Figure 1. Metal 1.
The bar under the picture is 20 um long. Supply wires on this layer in grey.
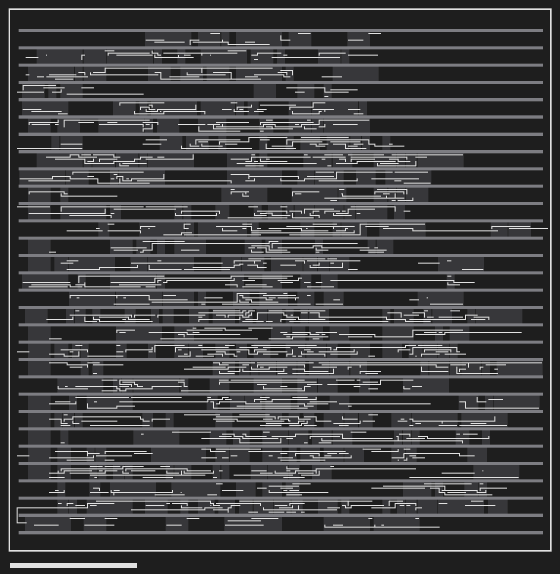
Figure 2. Congestion heat map.
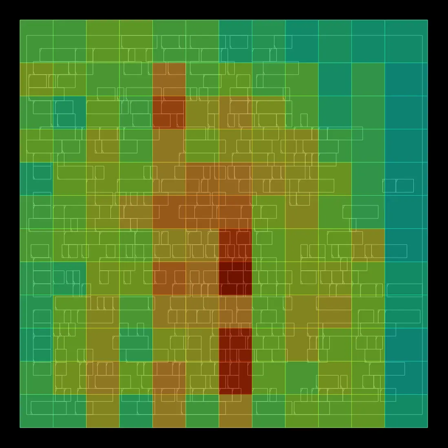
--- src/rtl/uart_pkg.sv ---
// Shared constants and types for the UART core.
package uart_pkg;

  localparam int UART_DATA_BITS = 8;
  localparam int UART_DIV_W     = 12;
  localparam int UART_MIN_DIV   = 4;

  typedef enum logic [1:0] {
    IDLE  = 2'd0,
    START = 2'd1,
    DATA  = 2'd2,
    STOP  = 2'd3
  } uart_rx_state_t;

  typedef logic [UART_DIV_W-1:0] uart_div_t;

endpackage

--- src/rtl/uart_sync.sv ---
// N-flop synchronizer for asynchronous inputs; flops reset to RESET_VAL so an
// idle-high line reads idle straight out of reset.
module uart_sync #(
  parameter int   STAGES    = 2,
  parameter logic RESET_VAL = 1'b1
) (
  input  logic clk,
  input  logic reset,
  input  logic d_i,
  output logic q_o
);

  logic [STAGES-1:0] sync_q;
  logic [STAGES-1:0] sync_d;

  always_comb begin
    sync_d = (sync_q << 1) | STAGES'(d_i);
  end

  always_ff @(posedge clk) begin
    if (reset) begin
      sync_q <= {STAGES{RESET_VAL}};
    end else begin
      sync_q <= sync_d;
    end
  end

  assign q_o = sync_q[STAGES-1];

endmodule

--- src/rtl/uart_rx.sv ---
// 8N1 UART receiver: synchronizes the serial line, finds the start edge,
// samples each bit at its midpoint and presents the byte with a done strobe.
module uart_rx
  import uart_pkg::*;
#(
  parameter int DATA_BITS   = UART_DATA_BITS,
  parameter int DIV_W       = UART_DIV_W,
  parameter int SYNC_STAGES = 2
) (
  input  logic                 clk,
  input  logic                 reset,
  input  logic [DIV_W-1:0]     baud_div,
  input  logic                 rx_din_i,
  output logic [DATA_BITS-1:0] rx_data_o,
  output logic                 rx_done,
  output logic                 rx_ing,
  output logic                 rx_err
);

  localparam int IDX_W = (DATA_BITS > 1) ? $clog2(DATA_BITS) : 1;
  localparam logic [IDX_W-1:0] LAST_IDX = IDX_W'(DATA_BITS - 1);
  localparam logic [DIV_W-1:0] MIN_DIV  = DIV_W'(UART_MIN_DIV);

  logic                 line;
  logic                 line_prev_q, line_prev_d;
  uart_rx_state_t       state_q, state_d;
  logic [DIV_W-1:0]     cnt_q, cnt_d;
  logic [DIV_W-1:0]     div_q, div_d;
  logic [IDX_W-1:0]     bit_idx_q, bit_idx_d;
  logic [DATA_BITS-1:0] shreg_q, shreg_d;
  logic [DATA_BITS-1:0] rx_data_q, rx_data_d;
  logic                 rx_done_q, rx_done_d;
  logic                 rx_ing_q, rx_ing_d;
  logic                 rx_err_q, rx_err_d;

  logic [DIV_W-1:0]     half_div;
  logic [DIV_W-1:0]     div_m1;
  logic                 fall_edge;

  uart_sync #(
    .STAGES    (SYNC_STAGES),
    .RESET_VAL (1'b1)
  ) u_sync (
    .clk   (clk),
    .reset (reset),
    .d_i   (rx_din_i),
    .q_o   (line)
  );

  assign half_div  = div_q >> 1;
  assign div_m1    = div_q - 1'b1;
  // Only a real 1->0 transition starts a frame; a stuck-low line never does.
  assign fall_edge = line_prev_q & ~line;

  always_comb begin
    line_prev_d = line;
    state_d     = state_q;
    cnt_d       = cnt_q + 1'b1;
    div_d       = div_q;
    bit_idx_d   = bit_idx_q;
    shreg_d     = shreg_q;
    rx_data_d   = rx_data_q;
    rx_done_d   = 1'b0;
    rx_err_d    = 1'b0;
    rx_ing_d    = rx_ing_q;

    case (state_q)
      IDLE: begin
        cnt_d = '0;
        if (fall_edge) begin
          state_d  = START;
          div_d    = (baud_div < MIN_DIV) ? MIN_DIV : baud_div;
          rx_ing_d = 1'b1;
        end
      end
      START: begin
        if (cnt_q == half_div) begin
          cnt_d = '0;
          if (!line) begin
            state_d   = DATA;
            bit_idx_d = '0;
          end else begin
            state_d  = IDLE;
            rx_ing_d = 1'b0;
          end
        end
      end
      DATA: begin
        if (cnt_q == div_m1) begin
          cnt_d            = '0;
          shreg_d[bit_idx_q] = line;
          if (bit_idx_q == LAST_IDX) begin
            state_d = STOP;
          end else begin
            bit_idx_d = bit_idx_q + 1'b1;
          end
        end
      end
      STOP: begin
        // Byte is delivered even when the stop bit reads 0.
        if (cnt_q == div_m1) begin
          cnt_d     = '0;
          state_d   = IDLE;
          rx_data_d = shreg_q;
          rx_done_d = 1'b1;
          rx_err_d  = ~line;
          rx_ing_d  = 1'b0;
        end
      end
      default: begin
        state_d = IDLE;
        cnt_d   = '0;
      end
    endcase
  end

  always_ff @(posedge clk) begin
    if (reset) begin
      line_prev_q <= 1'b1;
      state_q     <= IDLE;
      cnt_q       <= '0;
      div_q       <= '0;
      bit_idx_q   <= '0;
      shreg_q     <= '0;
      rx_data_q   <= '0;
      rx_done_q   <= 1'b0;
      rx_ing_q    <= 1'b0;
      rx_err_q    <= 1'b0;
    end else begin
      line_prev_q <= line_prev_d;
      state_q     <= state_d;
      cnt_q       <= cnt_d;
      div_q       <= div_d;
      bit_idx_q   <= bit_idx_d;
      shreg_q     <= shreg_d;
      rx_data_q   <= rx_data_d;
      rx_done_q   <= rx_done_d;
      rx_ing_q    <= rx_ing_d;
      rx_err_q    <= rx_err_d;
    end
  end

  assign rx_data_o = rx_data_q;
  assign rx_done   = rx_done_q;
  assign rx_ing    = rx_ing_q;
  assign rx_err    = rx_err_q;

endmodule

--- config.mk ---
export PLATFORM = sky130hd
export DESIGN_NAME = uart_rx
export DESIGN_NICKNAME = d
export VERILOG_FILES = /design/src/rtl/uart_pkg.sv /design/src/rtl/uart_sync.sv /design/src/rtl/uart_rx.sv
export SDC_FILE = /design/constraint.sdc
export NUM_CORES = 1
export LEC_CHECK = 0
export CORE_UTILIZATION = 40
export DETAILED_ROUTE_END_ITERATION = 16
export PLACE_DENSITY_LB_ADDON = 0.12
export SETUP_SLACK_MARGIN = 0.5
export SLEW_MARGIN = 20
export SYNTH_ARGS = -nofsm -noshare
export SYNTH_HDL_FRONTEND = slang
export SYNTH_SLANG_ARGS = --single-unit
export TNS_END_PERCENT = 5
--- constraint.sdc ---
create_clock -name clk -period 3.6 [get_ports clk]
set_clock_uncertainty 0.05 [all_clocks]
set_input_delay 0.72 -clock clk [delete_from_list [all_inputs] [get_ports clk]]
set_output_delay 0.72 -clock clk [all_outputs]
set_load 0.02 [all_outputs]
==> results_tabular.tex <==
% Auto-generated results table
\begin{tabular}{lr}
\hline
Metric & Value \\
\hline
\multicolumn{2}{l}{\textbf{Finish}} \\
\quad Layout cell share with drive strength beyond 1 & 12.4\% \\
\quad Number of antenna diodes & 0 \\
\quad Top Layout Cells & sky130\_fd\_sc\_hd\_\_dfxtp\_1, sky130\_fd\_sc\_hd\_\_nand2\_1, sky130\_fd\_sc\_hd\_\_nor2\_1, sky130\_fd\_sc\_hd\_\_clkdlybuf4s50\_1, sky130\_fd\_sc\_hd\_\_xnor2\_1 \\
\quad Fill count & 650 \\
\quad Final Cell Area & 3230 um2 \\
\quad Area added between synthesis and finish & 17.7\% \\
\quad Utilization of the core after routing & 49.7\% \\
\quad Layout net count & 366 \\
\quad Final Non-Filler Cells & 425 \\
\quad Most instantiated logic cell after routing & sky130\_fd\_sc\_hd\_\_dfxtp\_1 \\
\multicolumn{2}{l}{\textbf{Floorplanning}} \\
\quad Floorplan-stage core utilization & 42.2\% \\
\quad Chip area & 7190 um2 \\
\quad Die outline width & 84.8 um \\
\quad Number of I/O pins & 26 \\
\quad Die Height & 84.8 um \\
\quad Std cell rows & 29 \\
\quad Area of the placeable core & 6490 um2 \\
\multicolumn{2}{l}{\textbf{Clock network}} \\
\quad Hold\_buf cts & 0 \\
\quad Number of sinks driven by the clock tree & 51 \\
\quad Clock tree buffer depth & 2 \\
\quad Max H-tree Level & 2 \\
\quad Clock transition at the registers of the reported paths & 100 ps \\
\quad Clk Tree Root Cell & sky130\_fd\_sc\_hd\_\_clkbuf\_8 \\
\quad Post CTS Setup Buffer Count & 1 \\
\quad TritonCTS buffer count & 5 \\
\quad CTS tree & built \\
\quad Insertion delay to the later sink of the worst-skew pair & 310 ps \\
\quad Post-CTS resize count & 6 \\
\multicolumn{2}{l}{\textbf{Power}} \\
\quad Clock group share of total power & 32.2\% \\
\quad Switching share of total power & 26.7\% \\
\quad Part of the power in registers & 55.4\% \\
\quad Net switching power figure & 0.281 mW \\
\quad Internal portion of total power & 0.773 mW \\
\quad Power density over the cells & 326 nW/um2 \\
\quad Lkg Pwr & 1.13 nW \\
\quad Top contributor to total power & registers \\
\quad Highest ir drop seen on vdd & 0.194 mV \\
\quad Power Total & 1.05 mW \\
\quad Clock Power & 0.339 mW \\
\quad Gate power share & 12.4\% \\
\quad Reported combinational group power & 0.131 mW \\
\quad Sequential power & 0.584 mW \\
\multicolumn{2}{l}{\textbf{Place}} \\
\quad Post-detailed-placement half-perimeter wirelength & 4180 um \\
\quad Routability congestion estimate from global placement & 0.894 \\
\quad Area after DPL & 3030 um2 \\
\quad Placed cells & 410 \\
\quad Input/output buffers & 25 \\
\quad Setup slack at placement & 230 ps \\
\multicolumn{2}{l}{\textbf{Synth}} \\
\quad Avg Synthesized Cell Area & 8.36 um2 \\
\quad Area leader, netlist & sky130\_fd\_sc\_hd\_\_dfxtp\_1 \\
\quad Netlist cell types & 47 \\
\quad Post-synthesis cell area & 2740 um2 \\
\quad Post-synthesis cell count from yosys & 328 \\
\quad Synthesized instance count & 328 \\
\quad Total cell area reported by yosys after synthesis & 2740 um2 \\
\quad Fraction of synthesized cell area taken by the top area cell type & 37.2\% \\
\quad Primary FF master, synth & sky130\_fd\_sc\_hd\_\_dfxtp\_1 \\
\quad Leading cell type by number of instances after synthesis & sky130\_fd\_sc\_hd\_\_dfxtp\_1 \\
\quad Main area contributors & sky130\_fd\_sc\_hd\_\_dfxtp\_1, sky130\_fd\_sc\_hd\_\_mux2i\_1, sky130\_fd\_sc\_hd\_\_xnor2\_1 \\
\quad Yosys warnings & 0 \\
\quad Flops out of synthesis & 51 \\
\quad EDFF count, synth & 0 \\
\quad Total nets after synthesis & 347 \\
\quad Cell types with the highest counts after synthesis & sky130\_fd\_sc\_hd\_\_dfxtp\_1, sky130\_fd\_sc\_hd\_\_nand2\_1, sky130\_fd\_sc\_hd\_\_nor2\_1 \\
\quad Sequential cell area fraction in the yosys report & 37.2\% \\
\quad Share of flip-flops with an asynchronous set or reset & 0\% \\
\multicolumn{2}{l}{\textbf{Routing}} \\
\quad Post-route DRC & 0 \\
\quad Initial DRT Pass Iterations & 6 \\
\quad Wirelength, routed & 6150 um \\
\quad Violation tally from detailed-route iteration zero & 113 \\
\quad Amount of wire on met2 after detailed routing & 2460 um \\
\quad Post-Route M1 WL & 3380 um \\
\quad Post-DR vias/cell & 5.40 \\
\quad Length of routed met3 wiring & 215 um \\
\quad Routed wirelength normalized by instance count & 14.5 um \\
\quad Post-DRT Antenna Nets & 0 \\
\quad Via Count & 2,296 \\
\quad Top routing layer in use & met4 \\
\multicolumn{2}{l}{\textbf{STA}} \\
\quad Post-route clock period utilization & 87.6\% \\
\quad Minimum period implied by the final worst setup slack & 3150 ps \\
\quad Maximum clock frequency & 317 MHz \\
\quad Final setup violation count & 0 \\
\quad Post-layout worst setup margin & 446 ps \\
\quad Transition time at the pin with the least slew margin & 587 ps \\
\quad Final number of max-transition violations & 0 \\
\quad Worst Hold Slack & 365 ps \\
\quad Relative max-transition margin & 60.6\% \\
\quad Unrepaired setup endpoints after global routing & true \\
\quad Setup TNS & 0 ps \\
\quad Final hold violation count & 0 \\
\multicolumn{2}{l}{\textbf{Hold path}} \\
\quad Class of the worst hold path & reg2reg \\
\multicolumn{2}{l}{\textbf{Flow run}} \\
\quad Number of max-cap violations & 0 \\
\quad OpenROAD warning count & 27 \\
\multicolumn{2}{l}{\textbf{Global routing}} \\
\quad Global-route wire length before repair & 10,400 um \\
\quad Via count of the first global-routing pass & 2,063 \\
\quad Met3 demand-to-capacity share in global routing & 3.44\% \\
\quad Initial antenna violation count & 0 \\
\quad Pin count of the biggest net entering global routing & 28 \\
\quad Gr ovfl total & 0 \\
\multicolumn{2}{l}{\textbf{Worst setup path}} \\
\quad Startpoint types & register \\
\quad Crit-path max FO & 6 \\
\quad Cells traversed along the worst timing path & inv\_4 -> ha\_4 -> or3b\_4 -> or4\_4 -> a211oi\_2 -> nand4\_1 -> buf\_4 -> a2111o\_2 -> and4bb\_2 -> mux2i\_1 \\
\quad Max stage delay cell, worst path & sky130\_fd\_sc\_hd\_\_a2111o\_2 \\
\quad Worst setup path category & reg2reg \\
\quad Worst setup EP type & register \\
\quad Worst path required time & 3800 ps \\
\quad Crit path arrival time & 3350 ps \\
\quad CP peak stage delay & 550 ps \\
\multicolumn{2}{l}{\textbf{Outcome}} \\
\quad Run status & finished clean \\
\hline
\end{tabular}
Notes on Figure 1 above:
wire length on this layer = 3,380 um
nets with wire on the layer = 336
main direction = horizontal
share of all routed wire = 55%
longest straight run = 35.0 um

Notes on Figure 2 above:
global routing met2 resource utilization: 23.5%
GR Util All Layers: 17.9%
met1 track demand over resource: 28.8%
routing layer with the top usage in global route: met1

==> cell families after synthesis <==
kind of cell / after synthesis / synth area share, %
AOI/OAI and AO/OA: 40 / 9.76
buffers and inverters: 36 / 5.34
muxes: 20 / 7.30
xor gates and xnor gates: 36 / 11.5
and+or+nand+nor: 141 / 27.1
adders and majority gates: 4 / 1.82
DFF: 51 / 37.2
==> cell type report <==
type | count | area (um2) | share of cell area (%)
multi-input combinational | 242 | 1640 | 50.6
sequential | 51 | 1030 | 31.8
timing repair buffer | 37 | 340 | 10.5
tap | 77 | 96.3 | 2.98
clock buffer | 5 | 68.8 | 2.13
inverter | 10 | 40.0 | 1.24
clock inverter | 3 | 22.5 | 0.697
==> path summary, 6_finish.rpt <==
kind | from | endpoint | slack [ps] | depth (start not counted)
worst max-delay path | div_q[1]$_SDFFE_PP0P_ | shreg_q[4]$_SDFFE_PP0P_ | 450 | 10
worst min-delay path | u_sync.sync_q[0]$_SDFF_PP1_ | u_sync.sync_q[1]$_SDFF_PP1_ | 360 | 1
worst max register to register | div_q[1]$_SDFFE_PP0P_ | shreg_q[4]$_SDFFE_PP0P_ | 450 | 10
worst min register to register | u_sync.sync_q[0]$_SDFF_PP1_ | u_sync.sync_q[1]$_SDFF_PP1_ | 360 | 1
==> worst max-delay path, delay by kind of cell (launching register included) <==
kind	cells	cell delay, ps
AOI/OAI and AO/OA	2	820
adders and majority gates	1	150
buffers and inverters	2	240
DFF	1	380
muxes	1	160
and+or+nand+nor	4	1300
==> flip-flops by register name, indices dropped and copies added, names as in the netlist, named ones only <==
register,flops
u_sync.sync_q,2
rx_ing,1
rx_done,1
shreg_q,8
cnt_q,12
rx_err,1
rx_data_o,8
line_prev_q,1
div_q,12
bit_idx_q,3
state_q,1
Power figures rest on the tool's default switching activity, not on a simulated workload.
